File: src/rtl/usr_pkg.sv
// Shared constants for the universal shift register and its result FIFO.
package usr_pkg;

  localparam int unsigned USR_BITS       = 8;
  localparam int unsigned USR_FIFO_DEPTH = 8;

  // Shift register ctrl field encodings
  localparam logic [1:0] LOAD = 2'b00;
  localparam logic [1:0] SHR  = 2'b01;
  localparam logic [1:0] SHL  = 2'b10;
  localparam logic [1:0] SER  = 2'b11;

endpackage

File: src/rtl/usr_fifo_mem.sv
// Storage array for usr_result_fifo: one write port, one asynchronous read port, no reset.
module usr_fifo_mem #(
  parameter int unsigned BITS  = 8,
  parameter int unsigned DEPTH = 8,
  parameter int unsigned AW    = $clog2(DEPTH)
) (
  input  logic            clk_i,
  input  logic            we_i,
  input  logic [AW-1:0]   waddr_i,
  input  logic [BITS-1:0] wdata_i,
  input  logic [AW-1:0]   raddr_i,
  output logic [BITS-1:0] rdata_o
);

  logic [BITS-1:0] mem_q [DEPTH];

  always_ff @(posedge clk_i) begin
    if (we_i) begin
      mem_q[waddr_i] <= wdata_i;
    end
  end

  assign rdata_o = mem_q[raddr_i];

endmodule

File: src/rtl/usr_result_fifo.sv
// First-word-fall-through capture FIFO behind the shift register, with sticky drop flag.
// Define USR_FIFO_CHANGE_FILTER_EN to suppress captures that repeat the last pushed word.
module usr_result_fifo
  import usr_pkg::*;
#(
  parameter int unsigned BITS  = USR_BITS,
  parameter int unsigned DEPTH = USR_FIFO_DEPTH,
  localparam int unsigned AW   = $clog2(DEPTH)
) (
  input  logic            clk,
  input  logic            reset,
  input  logic [BITS-1:0] in_data,
  input  logic            in_valid,
  output logic [BITS-1:0] out_data,
  output logic            out_valid,
  input  logic            out_ready,
  output logic [AW:0]     level,
  output logic            full,
  output logic            empty,
  output logic            overflow,
  input  logic            clear_ovf
);

  // Pointer MSB is the wrap bit separating full from empty
  logic [AW:0]     wr_ptr_q, wr_ptr_d;
  logic [AW:0]     rd_ptr_q, rd_ptr_d;
  logic            ovf_q, ovf_d;
  logic            push, pop, drop, capture, suppress;
  logic [BITS-1:0] rdata;

  assign empty     = (wr_ptr_q == rd_ptr_q);
  assign full      = (wr_ptr_q[AW] != rd_ptr_q[AW]) && (wr_ptr_q[AW-1:0] == rd_ptr_q[AW-1:0]);
  assign level     = wr_ptr_q - rd_ptr_q;
  assign out_valid = !empty;
  assign out_data  = out_valid ? rdata : '0;
  assign overflow  = ovf_q;

  assign pop     = out_valid && out_ready;
  assign capture = in_valid && !suppress;
  assign push    = capture && (!full || pop);
  assign drop    = capture && full && !pop;

`ifdef USR_FIFO_CHANGE_FILTER_EN
  logic [BITS-1:0] last_q, last_d;
  logic            last_vld_q, last_vld_d;

  assign suppress = last_vld_q && (in_data == last_q);

  always_comb begin
    last_d     = last_q;
    last_vld_d = last_vld_q;
    if (push) begin
      last_d     = in_data;
      last_vld_d = 1'b1;
    end
  end

  always_ff @(posedge clk or negedge reset) begin
    if (!reset) begin
      last_q     <= '0;
      last_vld_q <= 1'b0;
    end else begin
      last_q     <= last_d;
      last_vld_q <= last_vld_d;
    end
  end
`else
  assign suppress = 1'b0;
`endif

  always_comb begin
    wr_ptr_d = wr_ptr_q;
    rd_ptr_d = rd_ptr_q;
    ovf_d    = ovf_q;
    if (push) wr_ptr_d = wr_ptr_q + (AW + 1)'(1);
    if (pop)  rd_ptr_d = rd_ptr_q + (AW + 1)'(1);
    // A drop in the same cycle as clear_ovf keeps the flag set
    if (drop) begin
      ovf_d = 1'b1;
    end else if (clear_ovf) begin
      ovf_d = 1'b0;
    end
  end

  always_ff @(posedge clk or negedge reset) begin
    if (!reset) begin
      wr_ptr_q <= '0;
      rd_ptr_q <= '0;
      ovf_q    <= 1'b0;
    end else begin
      wr_ptr_q <= wr_ptr_d;
      rd_ptr_q <= rd_ptr_d;
      ovf_q    <= ovf_d;
    end
  end

  usr_fifo_mem #(
    .BITS  (BITS),
    .DEPTH (DEPTH),
    .AW    (AW)
  ) u_mem (
    .clk_i   (clk),
    .we_i    (push),
    .waddr_i (wr_ptr_q[AW-1:0]),
    .wdata_i (in_data),
    .raddr_i (rd_ptr_q[AW-1:0]),
    .rdata_o (rdata)
  );

endmodule
File: config.mk
export PLATFORM = sky130hd
export DESIGN_NAME = usr_result_fifo
export DESIGN_NICKNAME = d
export VERILOG_FILES = /design/src/rtl/usr_pkg.sv /design/src/rtl/usr_fifo_mem.sv /design/src/rtl/usr_result_fifo.sv
export SDC_FILE = /design/constraint.sdc
export NUM_CORES = 1
export LEC_CHECK = 0
export CORE_MARGIN = 5
export CORE_UTILIZATION = 40
export DETAILED_ROUTE_END_ITERATION = 12
export SYNTH_ARGS = -nofsm -noshare
export SYNTH_HDL_FRONTEND = slang
export SYNTH_HIERARCHICAL = 1
export SYNTH_SLANG_ARGS = --single-unit
File: constraint.sdc
create_clock -name clk -period 6.65 [get_ports clk]
set_clock_uncertainty 0.15 [all_clocks]
set_input_delay 0.9975 -clock clk [delete_from_list [all_inputs] [get_ports clk]]
set_output_delay 0.9975 -clock clk [all_outputs]
set_load 0.01 [all_outputs]
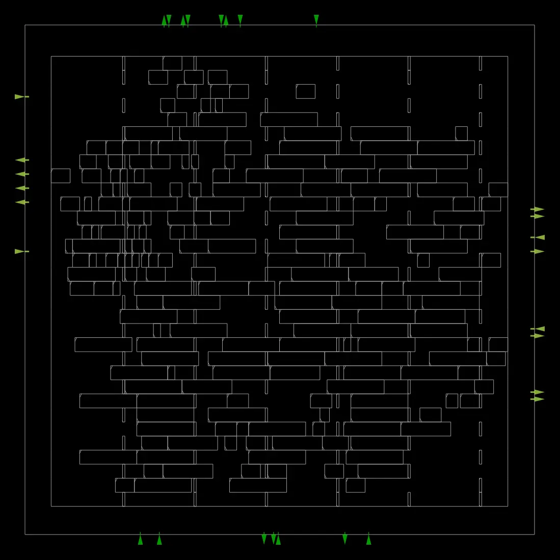
(run_1/final_placement.png)
total number of placement rows: 32
sequential portion of the cell area: 58.71%
core area: 7687 um2
post-route non-filler standard cell count: 306
number of flip-flops and latches: 73

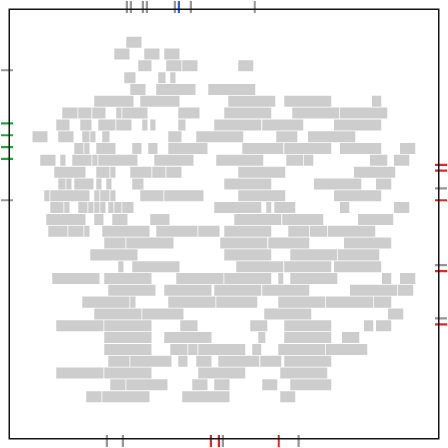
(run_1/pins.png)
Pins as bars across the die edge, other pins in gray.
legend:
  overflow:
    color: blue
    pins: 1
    direction: output
    edge: north
  out_data:
    color: red
    pins: 8
    direction: output
    edge: 5 east, 3 south
  level:
    color: green
    pins: 4
    direction: output
    edge: west
all pins by edge: 8 north, 8 east, 7 south, 6 west
Port Buffers: 28
Die X: 98.54 um
DIE HEIGHT: 98.54 um

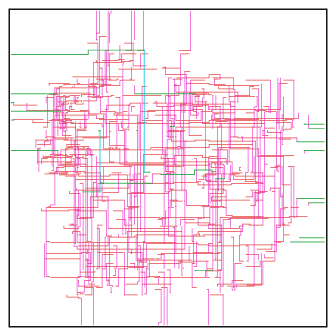
(run_1/metal_stack.png)
legend:
  met2:
    color: magenta
    wire_length: 3030 um
  met1:
    color: red
    wire_length: 2530 um
  met3:
    color: green
    wire_length: 215 um
  met4:
    color: cyan
    wire_length: 57.1 um
via count: 1567
Routed WL: 5827 um

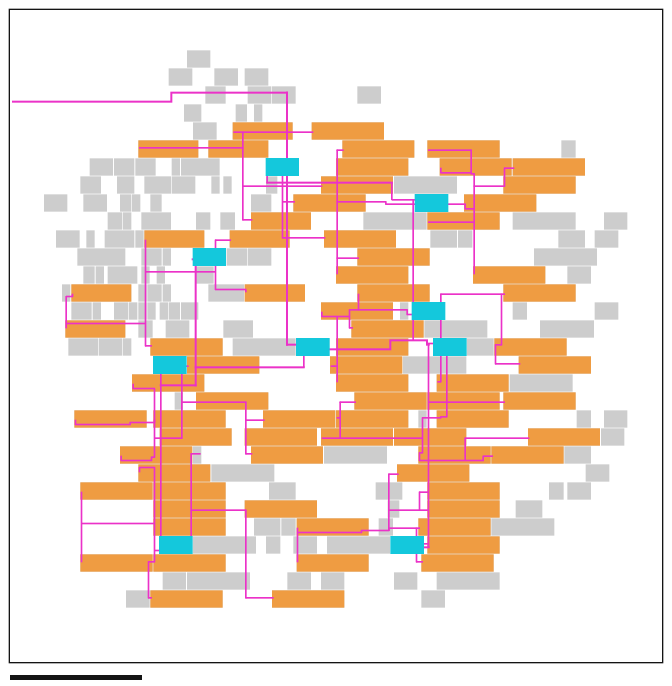
(run_1/clock_map.png)
Bar = 20 um.
legend:
  flip-flops:
    color: orange
    count: 73
  cells driving clock nets:
    color: cyan
    count: 9
  clock wires:
    color: magenta
    length: 859 um
routed clock nets: 10
power share of the clock group: 16.8%
power dissipated in the clock network: 0.284 mW
insertion delay to the later sink of the worst-skew pair: 0.33 ns

==> impl_metrics.ini, run 1 <==
; physical design summary
[final_timing]
slew_headroom_pct = 30.39
final.min_clock_period_ns = 4.042
finalHoldViolations = 0
worst-slew-pin-transition_ns = 1.040
setup_viol = 0
achievable-frequency_mhz = 247.4
grt_setup_unrepaired = no
finalClockPeriodUsage_pct = 60.78
worst_hold_slack_ns = 0.3755
final_critical_path_setup_slack_ns = 2.608

[yosys]
syn_inst = 165
postSynthSeqShare_pct = 68.48
synthesis.nets = 184
syn-mean-instance-area_um2 = 19.00
netlist_area_um2 = 3136
top_area_cell = sky130_fd_sc_hd__edfxtp_1
yosys.stat.chipArea_um2 = 3136
top_area_share_pct = 61.29
netlist-cell-type-count = 33
synthesis.yosys.warnings = 6

[layout]
most_numerous_logic_cell_after_layout = sky130_fd_sc_hd__edfxtp_1
final_core_utilization_pct = 47.57
antenna-diode-count = 0
layout_top_cells = 64 x sky130_fd_sc_hd__edfxtp_1, 28 x sky130_fd_sc_hd__clkdlybuf4s50_1, 15 x sky130_fd_sc_hd__mux4_1
layout.cell_area.non_filler_um2 = 3657
area.growth.synth_to_final_pct = 16.64

[critical_path]
worstPathBufferInverterCount = 1
crit_chain = mux4_1 > mux2_2 > and2_1 > clkdlybuf4s50_1
critical_path.reg2reg.startpoint = rd_ptr_q[0]$_DFFE_PN0N_
endpoint_kind = output pin
path_max_fanout = 20
startpoint_type = register
critical_path_arrival_ns = 2.89
critical_path_required_ns = 5.50
crit_start = rd_ptr_q[0]$_DFFE_PN0N_
critical-path-slowest-cell = sky130_fd_sc_hd__dfrtp_1
cpPeakStageDelay_ns = 1.02

[clock_tree]
clock_tree.htree_level_count = 3
cts_tree = built
clk_pin_slew_worst_paths_ns = 0.07
cts_setup_buffers = 0
cts_inserted_buffers = 9
cts.root.buffer_cell = sky130_fd_sc_hd__clkbuf_8

[grt]
met1_usage_pct = 15.79
grt_pass1_vias = 1720
number_of_antenna_violations_at_the_first_check_in_global_routing = 0
use_met3_pct = 4.105
grt_util_all_layers_pct = 13.13
busiest_layer = met2
global_route_wire_length_before_repair_um = 9335

[power_and_ir_drop]
total_power_mw = 1.693
seq-power_mw = 0.696
power.share.switching_pct = 32.21
worst_ir_drop_vdd_mv = 0.3172
power_frac_comb_pct = 42.1
power.internal_mw = 1.148
switch_pwr_mw = 0.5452
leakage_power_figure_nw = 1.273
comb_cell_power_mw = 0.712
maxPowerGroup = combinational cells
powerDensity_nw_per_um2 = 462.9

[place]
placed_cells_incl_taps = 290
place_worst_setup_slack_ns = 2.905
dp_hpwl_um = 3726
postPlaceCellArea_um2 = 3501
place_congestion = 0.7521

[status]
outcome = complete, no violations

[drt]
viasPerCell = 5.121
drtIter0Drc = 71
detailedRoute.firstPassIterationCount = 4
route.detailed.drc = 0

[floorplanning]
die-area_um2 = 9709
floorplan.core_util_pct = 40.79
num_io_pins = 29

[run]
warnings = 26
cap_violations = 0

[hold_path]
min-delay-start = wr_ptr_q[3]$_DFFE_PN0P_
[run 1: path summary, 6_finish.rpt]
check / cells past startpoint / to / slack [ns]
min reg2reg: 1 / wr_ptr_q[3]$_DFFE_PN0P_ / 0.38
max: 4 / out_data[3] / 2.61
min: 1 / wr_ptr_q[3]$_DFFE_PN0P_ / 0.38
max in group asynchronous: 1 / rd_ptr_q[2]$_DFFE_PN0N_ / 5.24
max reg2reg: 5 / u_mem/mem_q[2][5]$_DFFE_PP_ / 3.40
min in group asynchronous: 1 / wr_ptr_q[0]$_DFFE_PN0P_ / 0.82
[run 1: cell type report]
type / instances / area [um2]
clock buffers: 13 / 138.9
clock inverters: 3 / 17.52
fillers: 674 / 4030
inverters: 9 / 33.78
multi-input cells: 77 / 904.6
flip-flops and latches: 73 / 2147
well taps: 102 / 127.6
repair buffers: 29 / 287.8
[run 1: cell usage after synthesis]
| cell | count |
|---|---|
| sky130_fd_sc_hd__nand2_1 | 4 |
| sky130_fd_sc_hd__nor3_1 | 2 |
| sky130_fd_sc_hd__nand4_1 | 2 |
| sky130_fd_sc_hd__nand3b_1 | 1 |
| sky130_fd_sc_hd__nand2_2 | 1 |
| sky130_fd_sc_hd__xnor2_2 | 1 |
| sky130_fd_sc_hd__inv_2 | 1 |
| sky130_fd_sc_hd__inv_1 | 8 |
| sky130_fd_sc_hd__nand3_2 | 1 |
| sky130_fd_sc_hd__mux4_1 | 15 |
| sky130_fd_sc_hd__xnor2_1 | 7 |
| sky130_fd_sc_hd__nor2_1 | 8 |
| sky130_fd_sc_hd__a21oi_1 | 1 |
| sky130_fd_sc_hd__nand3_1 | 1 |
| sky130_fd_sc_hd__mux2_4 | 1 |
| sky130_fd_sc_hd__mux2_2 | 8 |
| sky130_fd_sc_hd__o21ai_0 | 2 |
| sky130_fd_sc_hd__and2_1 | 8 |
| sky130_fd_sc_hd__edfxtp_1 | 64 |
| sky130_fd_sc_hd__buf_1 | 1 |
| sky130_fd_sc_hd__fa_1 | 1 |
| sky130_fd_sc_hd__mux4_2 | 1 |
| sky130_fd_sc_hd__ha_1 | 5 |
| sky130_fd_sc_hd__clkbuf_1 | 1 |
| sky130_fd_sc_hd__dfrtp_1 | 9 |
| sky130_fd_sc_hd__nand2b_1 | 3 |
| sky130_fd_sc_hd__buf_12 | 1 |
| sky130_fd_sc_hd__a21o_1 | 1 |
| sky130_fd_sc_hd__xor2_1 | 1 |
| sky130_fd_sc_hd__and4_4 | 1 |
| sky130_fd_sc_hd__buf_6 | 2 |
| sky130_fd_sc_hd__o31a_2 | 1 |
| sky130_fd_sc_hd__buf_2 | 1 |
[run 1: state kept, by name, summed over array words and instances (netlist names)]
register	count
u_mem/mem_q	64
rd_ptr_q	4
wr_ptr_q	4
overflow	1
[run 1: kinds of logic after synthesis]
logic type,after synthesis,synth area share (%)
multiplexers,25,16.64
flip-flops,73,68.48
adder cells (fa/ha/maj),6,2.634
AND-OR/OR-AND,5,1.037
buffers and inverters,15,2.833
XOR/XNOR,9,2.754
AND/OR/NAND/NOR,32,5.627
[run 1: per-layer routing]
metal  share of wire (%)  vias up
met5                   0        -
met4                0.98        0
met3                 3.7        5
met2                  52       28
met1                  43      818
li1                    -      716
==> run_1/cell_classes.png <==
Fill, decap, tap and diode cells in gray.
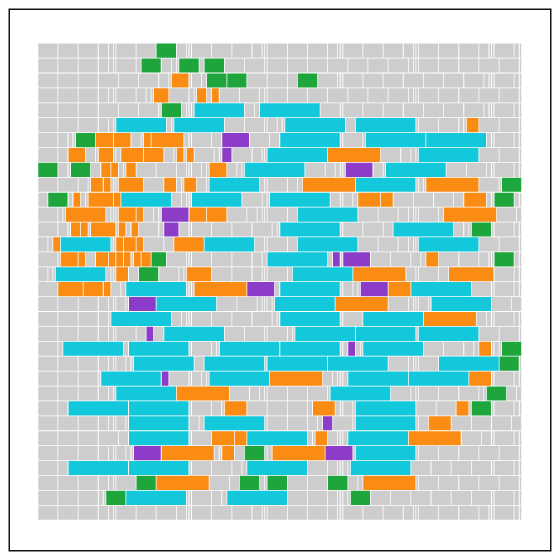

==> run 1 -> run 2 <==
- clock period: 6.65 -> 3.5 ns (I/O delays scaled with it)
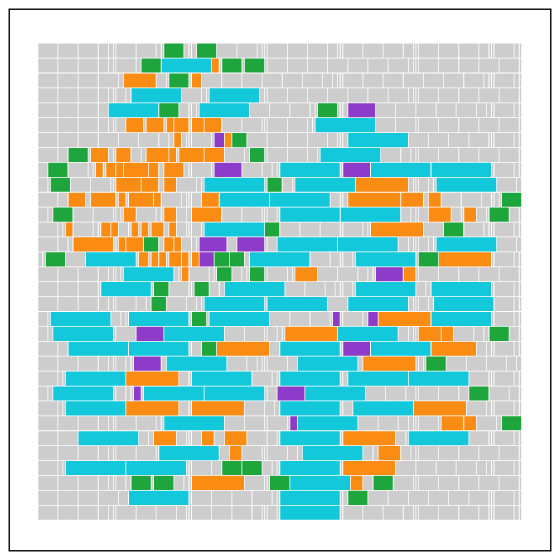
(run_2/cell_classes.png)
Fill, decap, tap and diode cells in gray.
legend:
  all other logic:
    color: orange
    cells: 86
  flip-flops:
    color: cyan
    cells: 73
  other buffers and delay cells:
    color: green
    cells: 42
  clock drivers and dummy loads:
    color: purple
    cells: 16
Final Instance Area: 3760 um2
final core utilization: 48.91%
sequential portion of the cell area: 57.10%

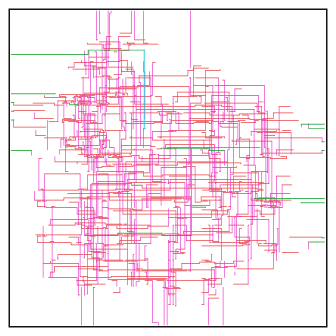
(run_2/metal_stack.png)
legend:
  met2:
    color: magenta
    wire_length: 2800 um
  met1:
    color: red
    wire_length: 2890 um
  met3:
    color: green
    wire_length: 178 um
  met4:
    color: cyan
    wire_length: 51.7 um

==> run 2 against run 1 <==
Final cell count is 4.2% higher. Non-clock buffer count is 13 higher. Critical path type unchanged. Clock power is 99% higher.
==> impl_metrics.ini, run 2 <==
; physical design summary
[status]
outcome = complete, no violations

[layout]
layout_top_cells = 64 x sky130_fd_sc_hd__edfxtp_1, 28 x sky130_fd_sc_hd__clkdlybuf4s50_1, 15 x sky130_fd_sc_hd__mux4_1
max_flop_register = u_mem/mem_q
most_numerous_logic_cell_after_layout = sky130_fd_sc_hd__edfxtp_1

[grt]
number_of_antenna_violations_at_the_first_check_in_global_routing = 0
grt_pass1_vias = 1640
grt_util_all_layers_pct = 12.80
global_route_wire_length_before_repair_um = 9225

[yosys]
post_synth_fa_ha_maj_area_fraction_pct = 2.634
synthMostInstantiatedCell = sky130_fd_sc_hd__edfxtp_1
post_synth_ao_oa_area_fraction_pct = 1.038
syn_inst = 165
synthesis.nets = 184
synth.cells.most_frequent = 64 x sky130_fd_sc_hd__edfxtp_1, 15 x sky130_fd_sc_hd__mux4_1, 9 x sky130_fd_sc_hd__dfrtp_1
postSynthSeqShare_pct = 68.48
netlist-cell-type-count = 33
top_area_share_pct = 61.29
synthesis.yosys.warnings = 6
synthMuxAreaShare_pct = 16.64

[clock_tree]
clock_latency_ns = 0.33
cts_setup_buffers = 0

[critical_path]
r2r_slack_ns = 1.02
critical_path.reg2reg.startpoint = wr_ptr_q[0]$_DFFE_PN0P_
worstRegToRegCells = 7

[floorplanning]
floorplan.rows = 32
core_um2 = 7687
num_io_pins = 29

[run]
warnings = 26
cap_violations = 0

[power_and_ir_drop]
powerDensity_nw_per_um2 = 878.6

[place]
port_buffers = 28
place_congestion = 0.7305

[final_timing]
worst-slew-pin-transition_ns = 0.5306
slew_headroom_pct = 64.50
setup_viol = 0
-- run 2: critical path, cell delays in order, from the launching register on --
cell and delay [ns]:
sky130_fd_sc_hd__dfrtp_1 0.35, sky130_fd_sc_hd__buf_4 0.23, sky130_fd_sc_hd__mux4_1 0.58, sky130_fd_sc_hd__mux2_2 0.27, sky130_fd_sc_hd__and2_1 0.13, sky130_fd_sc_hd__clkdlybuf4s50_1 0.47
-- run 2: kinds of logic after synthesis --
| group | Yosys count |
|---|---|
| flops | 73 |
| simple gates | 32 |
| mux | 25 |
| buf+inv | 15 |
| xor+xnor | 9 |
| fa+ha+maj | 6 |
| compound gates | 5 |
-- run 2: worst max path at each step --
stage	from	endpoint	slack, ns	cells past startpoint
after detailed placement	rd_ptr_q[0]$_DFFE_PN0N_	out_data[5]	0.80	5
after floorplan	wr_ptr_q[0]$_DFFE_PN0P_	u_mem/mem_q[0][0]$_DFFE_PP_	1.16	6
after CTS	rd_ptr_q[0]$_DFFE_PN0N_	out_data[5]	0.43	5
after global placement	rd_ptr_q[0]$_DFFE_PN0N_	out_data[1]	0.81	5
after global routing	rd_ptr_q[0]$_DFFE_PN0N_	out_data[2]	0.37	5
final	rd_ptr_q[0]$_DFFE_PN0N_	out_data[2]	0.46	5
-- run 2: layout make-up --
| cell class | count | area [um2] |
|---|---|---|
| clock buffer | 13 | 148.9 |
| timing repair buffer | 42 | 385.4 |
| multi-input combinational | 77 | 899.6 |
| clock inverter | 3 | 17.52 |
| inverter | 9 | 33.78 |
| sequential | 73 | 2147 |
| tap | 102 | 127.6 |
| fill | 675 | 3928 |
-- run 2: power breakdown --
part | switching [mW] | total, mW | leakage, nW | internal, mW
combinational | 0.683 | 1.54 | 0.572 | 0.861
clock | 0.288 | 0.564 | 0.0834 | 0.275
sequential | 0.0788 | 1.20 | 0.689 | 1.12
total | 1.05 | 3.30 | 1.35 | 2.25
-- run 2: per-layer routing --
layer / vias up / share of wire [%] / track usage (%)
met5: - / 0 / 0
met4: 0 / 0.86 / 4.412
met3: 5 / 3.0 / 3.468
met2: 23 / 47 / 19.71
met1: 819 / 49 / 17.65
li1: 739 / - / -
-- run 2: per-stage QoR --
stage                     std cells  area, um2  worst slack (ns)
after floorplan                 165       3136             1.156
after global placement          303       3593            0.8120
after detailed placement        303       3593            0.8039
after CTS                       319       3760            0.4289
after global routing            319       3760            0.3697
final                           319       3760            0.4596
Power figures rest on the tool's default switching activity, not on a simulated workload.
